Figure 1. Met3 routing (run 1).
Scale: 2 px per um. Cells faint in the background.
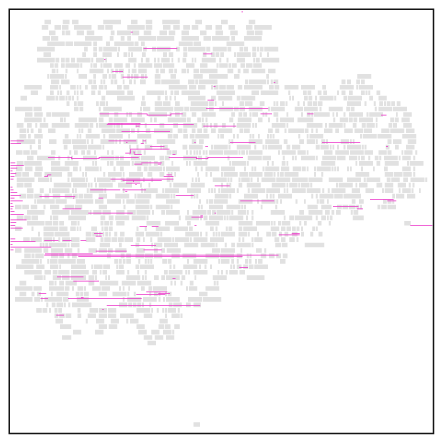
Figure 2. Routing congestion map (run 1).
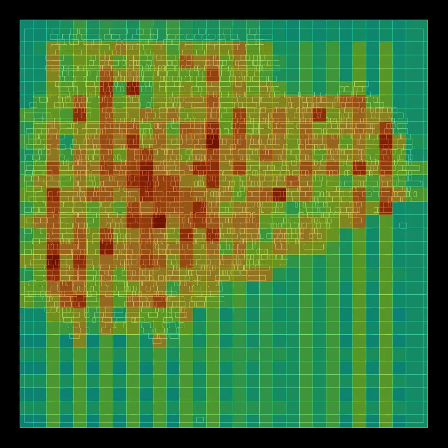
Figure 3. The metal 2 layer (run 1).
Scale: 2 px per um. Cells faint in the background.
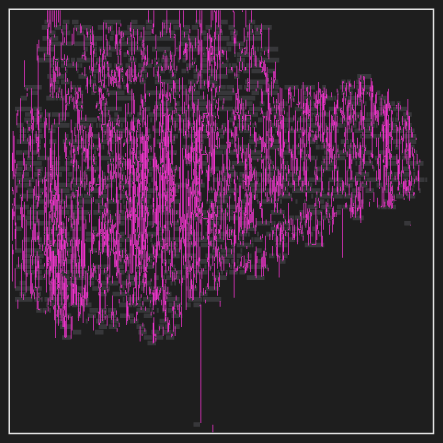
Figure 4. Pin placement (run 1).
Scale: 2 px per um. Pins as bars across the die edge, other pins in gray.
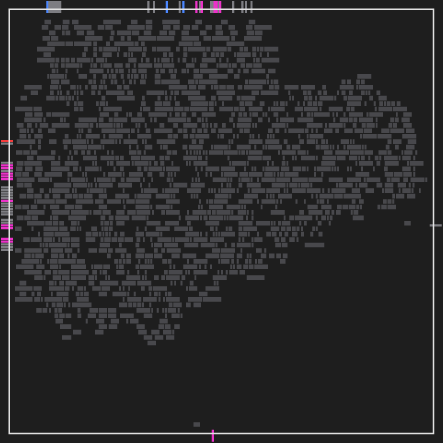
<file path="src/rtl/tremolo_modulator.sv">
// Tremolo stage: applies a depth-scaled gain derived from the signed LFO word to audio samples.
// Optional build macro TREMOLO_ROUND_EN selects round-half-up instead of floor on the final shift.
module tremolo_modulator #(
    parameter int DW      = 16,
    parameter int LW      = 16,
    parameter int DEPTH_W = 3
) (
    input  logic               i_clk,
    input  logic               i_rst,
    input  logic               i_start,
    input  logic [DEPTH_W-1:0] i_depth,
    input  logic [LW-1:0]      i_lfo,
    input  logic               i_valid,
    output logic               o_ready,
    input  logic [DW-1:0]      i_sample,
    output logic [DW-1:0]      o_sample,
    output logic               o_valid
);

    localparam int GW = 16;
    localparam int AW = GW + DEPTH_W;
    localparam int PW = DW + GW + 1;
    localparam logic [PW-1:0] ROUND_HALF = PW'(1) << (GW - 1);

    typedef enum logic [1:0] {
        S_IDLE,
        S_GAIN,
        S_MUL,
        S_OUT
    } state_t;

    state_t               r_state;
    logic [DW-1:0]        r_sample;
    logic [LW-1:0]        r_lfo;
    logic [DEPTH_W-1:0]   r_depth;
    logic                 r_start;
    logic [GW-1:0]        r_gain;

    logic [GW-1:0]        w_g;
    logic [AW-1:0]        w_atten;
    logic [GW-1:0]        w_gain;
    logic signed [PW-1:0] w_prod;
    logic signed [PW-1:0] w_prod_r;
    logic                 w_ovf;
    logic [DW-1:0]        w_res;
    logic                 w_unused_bits;

    // Offset-binary view of the LFO: flipping the sign bit adds 32768.
    assign w_g     = r_lfo[LW-1 -: GW] ^ {1'b1, {(GW-1){1'b0}}};
    assign w_atten = {{DEPTH_W{1'b0}}, ~w_g} * {{GW{1'b0}}, r_depth};
    assign w_gain  = ~w_atten[AW-1:DEPTH_W];

    assign w_prod = $signed({{(GW+1){r_sample[DW-1]}}, r_sample})
                  * $signed({{(DW+1){1'b0}}, r_gain});

`ifdef TREMOLO_ROUND_EN
    assign w_prod_r = w_prod + $signed(ROUND_HALF);
`else
    assign w_prod_r = w_prod;
`endif

    // Guard clamp: the top two product bits disagree only if the result would not fit DW.
    assign w_ovf = w_prod_r[PW-1] ^ w_prod_r[PW-2];
    assign w_res = !w_ovf         ? w_prod_r[PW-2:GW] :
                   w_prod_r[PW-1] ? {1'b1, {(DW-1){1'b0}}} :
                                    {1'b0, {(DW-1){1'b1}}};

    assign w_unused_bits = &{1'b0, w_atten[DEPTH_W-1:0], w_prod_r[GW-1:0]};

    always_ff @(posedge i_clk or posedge i_rst) begin
        if (i_rst) begin
            r_state  <= S_IDLE;
            r_sample <= '0;
            r_lfo    <= '0;
            r_depth  <= '0;
            r_start  <= 1'b0;
            r_gain   <= '0;
            o_sample <= '0;
            o_valid  <= 1'b0;
            o_ready  <= 1'b1;
        end else begin
            case (r_state)
                S_IDLE: begin
                    o_valid <= 1'b0;
                    if (i_valid) begin
                        r_sample <= i_sample;
                        r_lfo    <= i_lfo;
                        r_depth  <= i_depth;
                        r_start  <= i_start;
                        o_ready  <= 1'b0;
                        r_state  <= S_GAIN;
                    end
                end
                S_GAIN: begin
                    r_gain  <= w_gain;
                    r_state <= S_MUL;
                end
                S_MUL: begin
                    o_sample <= r_start ? w_res : r_sample;
                    o_valid  <= 1'b1;
                    r_state  <= S_OUT;
                end
                S_OUT: begin
                    o_valid <= 1'b0;
                    o_ready <= 1'b1;
                    r_state <= S_IDLE;
                end
                default: begin
                    o_valid <= 1'b0;
                    o_ready <= 1'b1;
                    r_state <= S_IDLE;
                end
            endcase
        end
    end

endmodule

</file>
<file path="config.mk">
export PLATFORM = sky130hd
export DESIGN_NAME = tremolo_modulator
export DESIGN_NICKNAME = d
export VERILOG_FILES = /design/src/rtl/tremolo_modulator.sv
export SDC_FILE = /design/constraint.sdc
export NUM_CORES = 1
export LEC_CHECK = 0
export CAP_MARGIN = 25
export CORE_MARGIN = 2
export CORE_UTILIZATION = 30
export CTS_BUF_LIST = sky130_fd_sc_hd__clkbuf_8
export DETAILED_ROUTE_END_ITERATION = 16
export HOLD_SLACK_MARGIN = 0.02
export SYNTH_ARGS = -nofsm -noshare
export SYNTH_HDL_FRONTEND = slang
export SYNTH_SLANG_ARGS = --single-unit
</file>
<file path="constraint.sdc">
create_clock -name i_clk -period 6.6 [get_ports i_clk]
set_clock_uncertainty 0.1 [all_clocks]
set_input_delay 1.32 -clock i_clk [delete_from_list [all_inputs] [get_ports i_clk]]
set_output_delay 1.32 -clock i_clk [all_outputs]
set_load 0.05 [all_outputs]
</file>
==> out/metrics.cfg, run 1 <==
[status]
status=finished, final reports clean

[grt]
grt_max_degree=73
grt_pass1_wl_mm=52.4

[run]
maxCapViolCount=0

[timing]
post-route-min-period_ps=6420

[yosys]
synthesis.area_sq_um=12900
ys_area_sq_um=12900
yosysTopAreaCell=fa_1
ys.flop_type=dfrtp_1
netlist.area_leader.share_pct=32.3
synth_seq_share_pct=14.0
ys_sh_mux_pct=3.56
yosysWarnings=0

[floorplanning]
die_area_sq_um=44700
num_rows=75

[cts]
postCtsSetupBuffers=0
ctsHoldBuffers=0

[route]
drt_iter0_drc=479

[layout]
drive_above_1_share_pct=15.0
fin_util_pct=35.8

[hold_path]
min_path_type=register to register

[worst_setup_path]
crit_arrival_ps=6590

About Figure 1:
main direction	horizontal
share of all routed wire	3.7%
longest straight run	117 um
wire length on this layer	1210 um
final WL: 32.6 mm
vias: 9665
GR Util met3: 1.91%

About Figure 2:
met2 Usage GRT: 24.1%
Most Crowded Layer GR: met2
global routing usage on met1: 20.8%
gr usage total: 15.0%
wire per inst: 16.0 um

About Figure 3:
longest straight run	65.6 um
nets with wire on the layer	1622
main direction	vertical
share of all routed wire	47%
wire length on this layer	15400 um

About Figure 4:
color	port	pins	direction	edge
red	o_valid	1	output	left
blue	i_depth	3	input	top
magenta	i_sample	16	input	10 left, 5 top, 1 bottom
all pins by edge	29 left, 26 top, 1 bottom, 1 right
Die X: 211 um
# port buffers: 56
Die H: 211 um

run 1: sequential cells by signal, summed over array words and instances, names as in the netlist:
name and flops:
o_ready 1, r_gain 16, r_state 2, o_sample 16
o_valid 1, r_lfo 16, r_depth 3, r_start 1
r_sample 16
run 1: worst max-delay path, stage by stage, from the launching register on:
cell,delay [ps]
dfrtp_1,430
buf_6,150
and2_4,150
fa_1,510
inv_2,50
fa_2,540
fa_2,450
fa_1,500
inv_2,40
fa_1,500
fa_1,600
ha_4,230
a21oi_4,150
o211a_1,150
o31a_1,270
a211oi_4,130
o211ai_2,290
nand3_4,140
buf_6,160
a21oi_4,250
buf_6,190
nor4_4,60
o32ai_2,280
run 1: synthesized netlist by cell type (17+ instances only):
cell type and n:
nor2_1 52, xnor2_1 17, fa_1 208, o21ai_0 20, clkbuf_1 48, nand2b_1 49
ha_1 139, nand2_1 151, dfrtp_1 71, a21oi_1 34, inv_1 281, mux2_2 39
and2_1 120, a21o_1 19
run 1: layout by cell type (no fill, tap or decap), drive strengths merged, types with 3 or more instances in the layout:
cell type / n
a31oi: 5
o211ai: 5
fa: 208
buf: 87
a211oi: 8
inv: 285
a21o: 19
xnor2: 17
and2: 120
o31ai: 6
o21ai: 22
nor4: 12
nor2: 52
or3: 8
nor2b: 4
nand2b: 49
nand4: 5
dfrtp: 71
mux2: 39
ha: 139
clkbuf: 9
clkdlybuf4s50: 56
nand2: 151
xor2: 9
clkinvlp: 3
nor3: 10
o32ai: 8
nand3: 11
a21oi: 35
a211o: 3
run 1: path summary, 6_finish.rpt:
path | startpoint | end | slack (ps) | depth (start not counted)
max | r_gain[5]$_DFFE_PP0N_ | o_sample[10]$_DFFE_PP0P_ | 180 | 22
min | o_ready$_DFFE_PP1P_ | o_ready$_DFFE_PP1P_ | 410 | 2
max reg2reg | r_gain[5]$_DFFE_PP0N_ | o_sample[10]$_DFFE_PP0P_ | 180 | 22
min reg2reg | o_ready$_DFFE_PP1P_ | o_ready$_DFFE_PP1P_ | 410 | 2
max in group asynchronous | i_rst | o_ready$_DFFE_PP1P_ | 4670 | 4
min in group asynchronous | i_rst | r_lfo[14]$_DFFE_PP0P_ | 1120 | 3
run 1: metrics by stage:
| stage | area [sq um] | cells | setup WS, ps |
|---|---|---|---|
| floorplan | 12900 | 1384 | 73.9 |
| global placement | 14500 | 2001 | -27.5 |
| detailed placement | 14500 | 2001 | -224 |
| CTS | 14700 | 2017 | 14.7 |
| global route | 15100 | 2030 | -107 |
| finish | 15100 | 2030 | 182 |
run 1: routing by layer:
layer / vias up / GRT usage, % / part of all wire (%)
met4: 0 / 4.88 / 2.9
li1: 4509 / - / -
met2: 184 / 24.1 / 47
met3: 48 / 1.91 / 3.7
met1: 4924 / 20.8 / 46
met5: - / 0 / 0
run 1: final cells by class:
type / count / area [sq um] / area share, %
timing repair buffer: 143 / 1280 / 8.50
tap: 539 / 674 / 4.46
clock inverter: 7 / 60.1 / 0.397
sequential: 72 / 1820 / 12.1
multi-input combinational: 977 / 10100 / 66.7
clock buffer: 9 / 124 / 0.819
inverter: 283 / 1060 / 7.03
Figure 5. Routed metal per tile (run 1).
Scale: 2 px per um. 21 x 21 tiles, from dark blue (low) to red (high), scaled to the fullest tile. Values are wire area over tile area, all layers added.
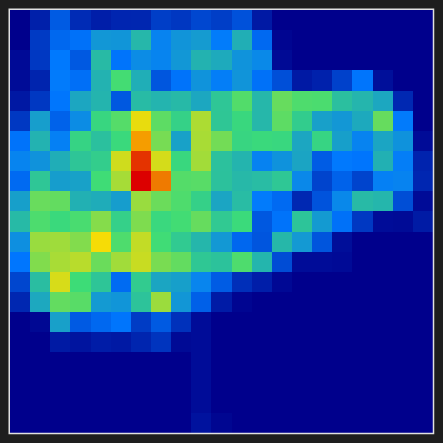

==> inputs of run 2 (changes only) <==
DONT_BUFFER_PORTS = 1   (was default)
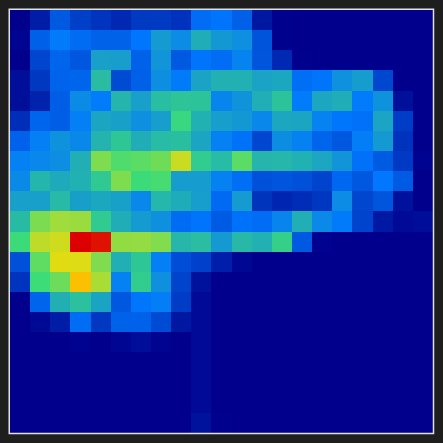
Figure 6: run 2, routed metal per tile.
Scale: 2 px per um. 21 x 21 tiles, from dark blue (low) to red (high), scaled to the fullest tile. Values are wire area over tile area, all layers added.
mean over tiles	0.12
fullest tile	0.67
densest ninth of the die	middle left
nearly empty tiles	42%
emptiest ninth of the die	lower right
tiles over half the peak	5.9%
wire per inst: 16.3 um
gr usage total: 14.9%
final WL: 32.7 mm

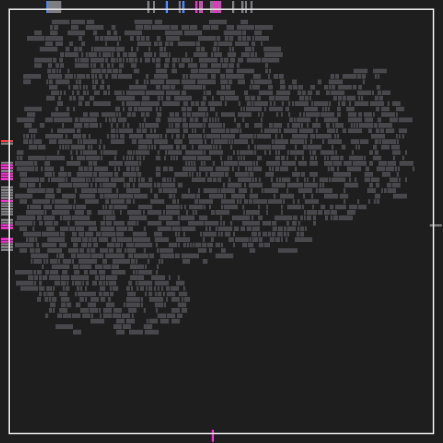
Figure 7: run 2, pin placement.
Scale: 2 px per um. Pins as bars across the die edge, other pins in gray.
color	port	pins	direction	edge
blue	i_depth	3	input	top
magenta	i_sample	16	input	10 left, 5 top, 1 bottom
red	o_valid	1	output	left
all pins by edge	29 left, 26 top, 1 bottom, 1 right
# port buffers: 0

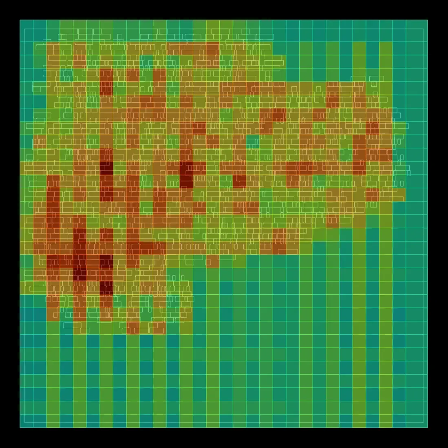
Figure 8: run 2, routing congestion map.
final core occ: 35.7%
global routing usage on met1: 20.8%
GR Util met3: 2.88%
met2 Usage GRT: 24.1%

==> run 2 against run 1 <==
  * Cell count fell by 1.1%
  * Utilization fell by 0.14 points
  * Critical path depth rose by 1
  * Wire length rose by 0.40%
  * Worst setup slack got worse by 24 ps
  * Critical endpoint is now o_sample[2]$_DFFE_PP0P_
  * Largest cell class unchanged
==> out/metrics.cfg, run 2 <==
[status]
status=finished, final reports clean

[cts]
ctsHoldBuffers=0

[yosys]
synthesis.area_sq_um=12900
top_cell=inv_1
ys_area_sq_um=12900
yosysWarnings=0
synth_seq_share_pct=14.0
ys.flop_type=dfrtp_1
yosysTopAreaCell=fa_1
netlist.area_leader.share_pct=32.3
yosys_register_bits=72
yosys-top-cells-count=281 x inv_1, 208 x fa_1, 151 x nand2_1

[placed_design]
post_dp_cell_area_sq_um=14100
pre_cts_slack_ps=-185

[worst_setup_path]
cp-start-kind=register
crit_top_cell=fa_1
crit_arrival_ps=6570
critPathMaxStageDelay_ps=540
crit_chain=buf_12 > and2_4 > fa_1 > inv_2 > fa_2 > fa_1 > fa_1 > inv_2 > fa_1 > fa_1 > ha_4 > o211ai_1 > o211a_1 > o31a_1 > a211oi_4 > o211ai_2 > nand3_4 > buf_6 > a21oi_4 > buf_12 > buf_4 > nor4_4 > o32ai_2
cp_slowest_cell=fa_2

[timing]
setup_slack_ps=157
post-route-min-period_ps=6440
final_hold_viol_count=0

[floorplanning]
die_y_um=211
die_width_um=211
die_area_sq_um=44700
num_rows=75
boundaryPins=57

[hold_path]
min_path_type=register to register

[layout]
drive_above_1_share_pct=18.3
fin_area_sq_um=15100
layout_top_cells=277 x inv_1, 199 x fa_1, 149 x nand2_1
layout_top_cell=inv_1

[run]
maxCapViolCount=0

[route]
drt-met1-wl_mm=14.7
maxUsedRoutingLayer=met5
drc=0
wl_met3_mm=1.68
wl_met2_mm=15.8
vias=9643
drt_iter0_drc=510

[grt]
grt_pass1_wl_mm=52.4
grt_max_degree=73

==> run 2: netlist changes by cell type in the layout (fill, tap and decap cells not counted), moves of 3 or more <==
cell	previous run	this run
bufinv_16	0	3
buf_6	7	10
fa_1	203	199
clkbuf_16	0	3
buf_12	2	9
ha_1	134	129
fa_2	5	9
buf_4	77	98
ha_4	3	7
clkdlybuf4s50_1	56	0
==> run 2: kinds of logic (layout without fill, tap and decap cells) <==
kind of cell               Yosys count  count (layout)  share of synthesized area, %
buffers and inverters              336             420                          10.0
adders and majority gates          347             347                          45.8
AOI/OAI and AO/OA                  134             134                          7.61
xor gates and xnor gates            26              26                          1.77
muxes                               41              41                          3.56
and+or+nand+nor                    428             428                          17.3
DFF                                 72              72                          14.0
==> run 2: critical path, delay by kind of cell, from the launching register on <==
kind | cells | cell delay [ps]
buf+inv | 6 | 670
compound gates | 7 | 1240
fa+ha+maj | 7 | 3340
simple gates | 3 | 490
flops | 1 | 470
==> run 2: cell type report <==
cell class                 instances  area [sq um]
inverter                         283          1060
clock inverter                     7           126
sequential                        72          1820
tap                              539           674
fill                            4286         27200
clock buffer                       9           124
multi-input combinational        976         10100
timing repair buffer             121          1120
==> run 2: timing repair <==
action	4_1_cts	5_1_grt
hold endpoints to repair	0	0
gates cloned	0	3
pin swaps	0	29
setup endpoints to repair	13	16
gates resized	4	89
setup buffers	1	29
==> run 2: per-layer routing <==
metal	vias up	global-route usage [%]
li1	4459	-
met1	4928	20.8
met2	225	24.1
met3	29	2.88
met4	2	2.89
met5	-	0
==> run 2: final timing paths <==
kind | cells past startpoint | endpoint | slack [ps] | startpoint
setup / recovery | 23 | o_sample[2]$_DFFE_PP0P_ | 160 | r_gain[5]$_DFFE_PP0N_
hold / removal | 1 | r_lfo[1]$_DFFE_PP0P_ | 440 | r_lfo[1]$_DFFE_PP0P_
setup reg to reg | 23 | o_sample[2]$_DFFE_PP0P_ | 160 | r_gain[5]$_DFFE_PP0N_
hold reg to reg | 1 | r_lfo[1]$_DFFE_PP0P_ | 440 | r_lfo[1]$_DFFE_PP0P_
max in group asynchronous | 3 | o_ready$_DFFE_PP1P_ | 4960 | i_rst
min in group asynchronous | 2 | r_lfo[12]$_DFFE_PP0P_ | 790 | i_rst
==> run 2: stage by stage <==
stage	utilization (%)	instances	hold WS (ps)
after global placement	33.3	1959	416
after detailed placement	33.3	1959	418
after floorplan	-	1384	394
after global routing	35.7	2007	467
final	35.7	2007	439
after CTS	34.0	1976	441
Figure 9. The metal 2 layer (run 2).
Scale: 2 px per um. Cells faint in the background.
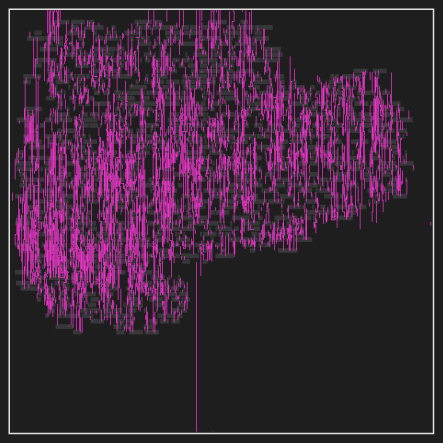

==> inputs of run 3 (changes only) <==
REMOVE_ABC_BUFFERS = 1   (was default)
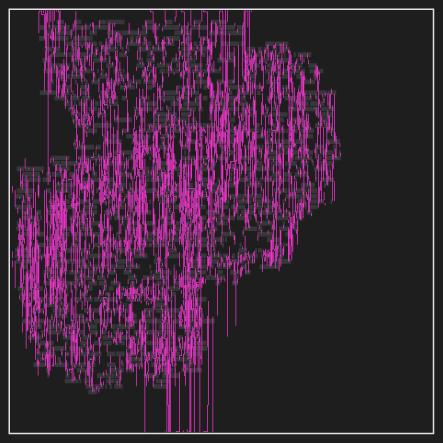
Figure 10: run 3, the metal 2 layer.
Scale: 2 px per um. Cells faint in the background.
wire length on this layer	16200 um
longest straight run	75.5 um
nets with wire on the layer	1582
share of all routed wire	52%
main direction	vertical

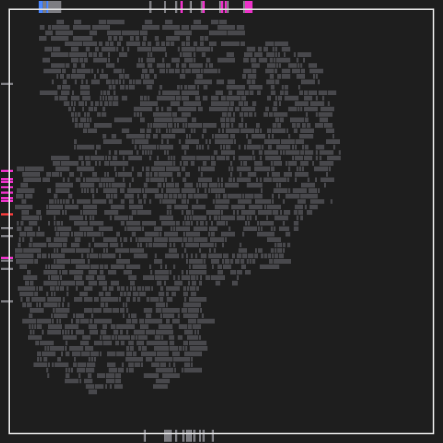
Figure 11: run 3, pin placement.
Scale: 2 px per um. Pins as bars across the die edge, other pins in gray.
color	port	pins	direction	edge
magenta	i_sample	16	input	8 top, 8 left
red	o_valid	1	output	left
blue	i_depth	3	input	top

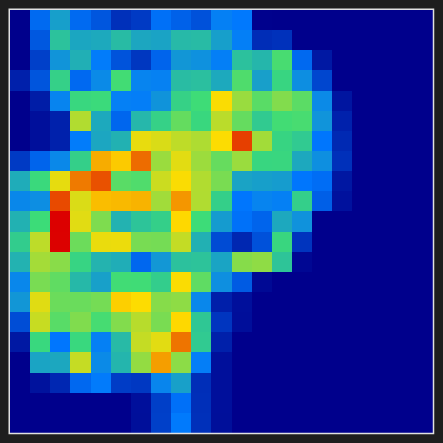
Figure 12: run 3, routed metal per tile.
Scale: 2 px per um. 21 x 21 tiles, from dark blue (low) to red (high), scaled to the fullest tile. Values are wire area over tile area, all layers added.
densest ninth of the die	middle left
tiles over half the peak	21%
fullest tile	0.43
emptiest ninth of the die	lower right
mean over tiles	0.11

==> run 3 against run 2 <==
  * Worst setup slack improved by 5.8 ps
  * Count of clock-buffer cells in the layout increased by 2
  * Largest cell class unchanged
==> out/metrics.cfg, run 3 <==
[status]
status=finished, final reports clean

[timing]
post-route-min-period_ps=6440

[layout]
final-comb-area_sq_um=10000
fillCellCount=4366

[floorplanning]
boundaryPins=57
num_rows=75
die_y_um=211

[worst_setup_path]
worst-path-buf-inv=3
crit_top_cell=fa_1
worstReg2RegStart=r_sample[4]$_DFFE_PP0P_
crit_chain=buf_4 > and2_1 > fa_1 > inv_1 > fa_2 > fa_2 > fa_1 > inv_1 > fa_1 > fa_1 > ha_4 > a21oi_2 > o211a_1 > o31a_1 > a211oi_4 > o211ai_2 > a21boi_1 > or3_1 > a2111oi_1 > o32ai_1
crit_arrival_ps=6600
critPathMaxStageDelay_ps=550
cp-start-kind=register

[yosys]
synth_seq_share_pct=14.0
synthesis.area_sq_um=12900
ys.flop_type=dfrtp_1
netlist.area_leader.share_pct=32.3

[route]
drt_wl_total_mm=31.3
drt_iter0_drc=449

[grt]
groute.usage.overall_pct=14.5
grt_pass1_wl_mm=51.4

[run]
maxCapViolCount=0

[run 3: cell counts after synthesis]
No cell type changed its count.
[run 3: cells by family after synthesis]
| family | share of synthesized area (%) |
|---|---|
| adder cells (fa/ha/maj) | 45.8 |
| AND-OR/OR-AND | 7.61 |
| flip-flops | 14.0 |
| buffers and inverters | 10.0 |
| XOR/XNOR | 1.77 |
| multiplexers | 3.56 |
| AND/OR/NAND/NOR | 17.3 |
[run 3: final timing paths]
check,to,slack [ps],cells after the start
max,o_sample[14]$_DFFE_PP0P_,160,20
min,r_lfo[12]$_DFFE_PP0P_,440,1
max reg2reg,o_sample[14]$_DFFE_PP0P_,160,20
min reg2reg,r_lfo[12]$_DFFE_PP0P_,440,1
max in group asynchronous,o_ready$_DFFE_PP1P_,5110,3
min in group asynchronous,r_depth[1]$_DFFE_PP0P_,680,2
[run 3: cell type report]
class	count	area share (%)
multi-input cells	976	69.1
flip-flops and latches	72	12.6
inverters	283	7.33
repair buffers	85	4.87
well taps	539	4.65
diodes	1	0.0172
clock inverters	5	0.440
clock buffers	11	1.04
[run 3: metrics by stage]
step / setup slack [ps] / cell area, sq um / hold slack, ps / std cells / setup TNS (ps)
floorplan: 239 / 12700 / 394 / 1331 / 0
global placement: -18.2 / 13900 / 423 / 1936 / -34.0
detailed placement: -115 / 13900 / 422 / 1936 / -848
CTS: 6.25 / 14100 / 446 / 1953 / 0
global route: -107 / 14500 / 468 / 1971 / -308
finish: 163 / 14500 / 443 / 1972 / 0
[run 3: per-layer routing]
layer | wire (um) | global-route usage (%) | up-vias
met5 | 0 | 0 | -
li1 | - | - | 4387
met2 | 16200 | 25.6 | 183
met3 | 1100 | 1.81 | 51
met4 | 881 | 5.12 | 0
met1 | 13200 | 18.3 | 4800
[run 3: repair_timing]
| item | in CTS | in global routing |
|---|---|---|
| hold buffers | 0 | 0 |
| resized | 7 | 56 |
| pin swaps | 1 | 12 |
| endpoints found under the setup margin | 14 | 15 |
| setup buffers | 1 | 17 |
[run 3: worst reg2reg max path: stages (launching register included)]
cell	delay [ps]
dfrtp_2	460
buf_4	170
and2_1	160
fa_1	550
inv_1	70
fa_2	540
fa_2	450
fa_1	540
inv_1	50
fa_1	440
fa_1	530
ha_4	220
a21oi_2	170
o211a_1	160
o31a_1	250
a211oi_4	120
o211ai_2	270
a21boi_1	120
or3_1	340
a2111oi_1	470
o32ai_1	120
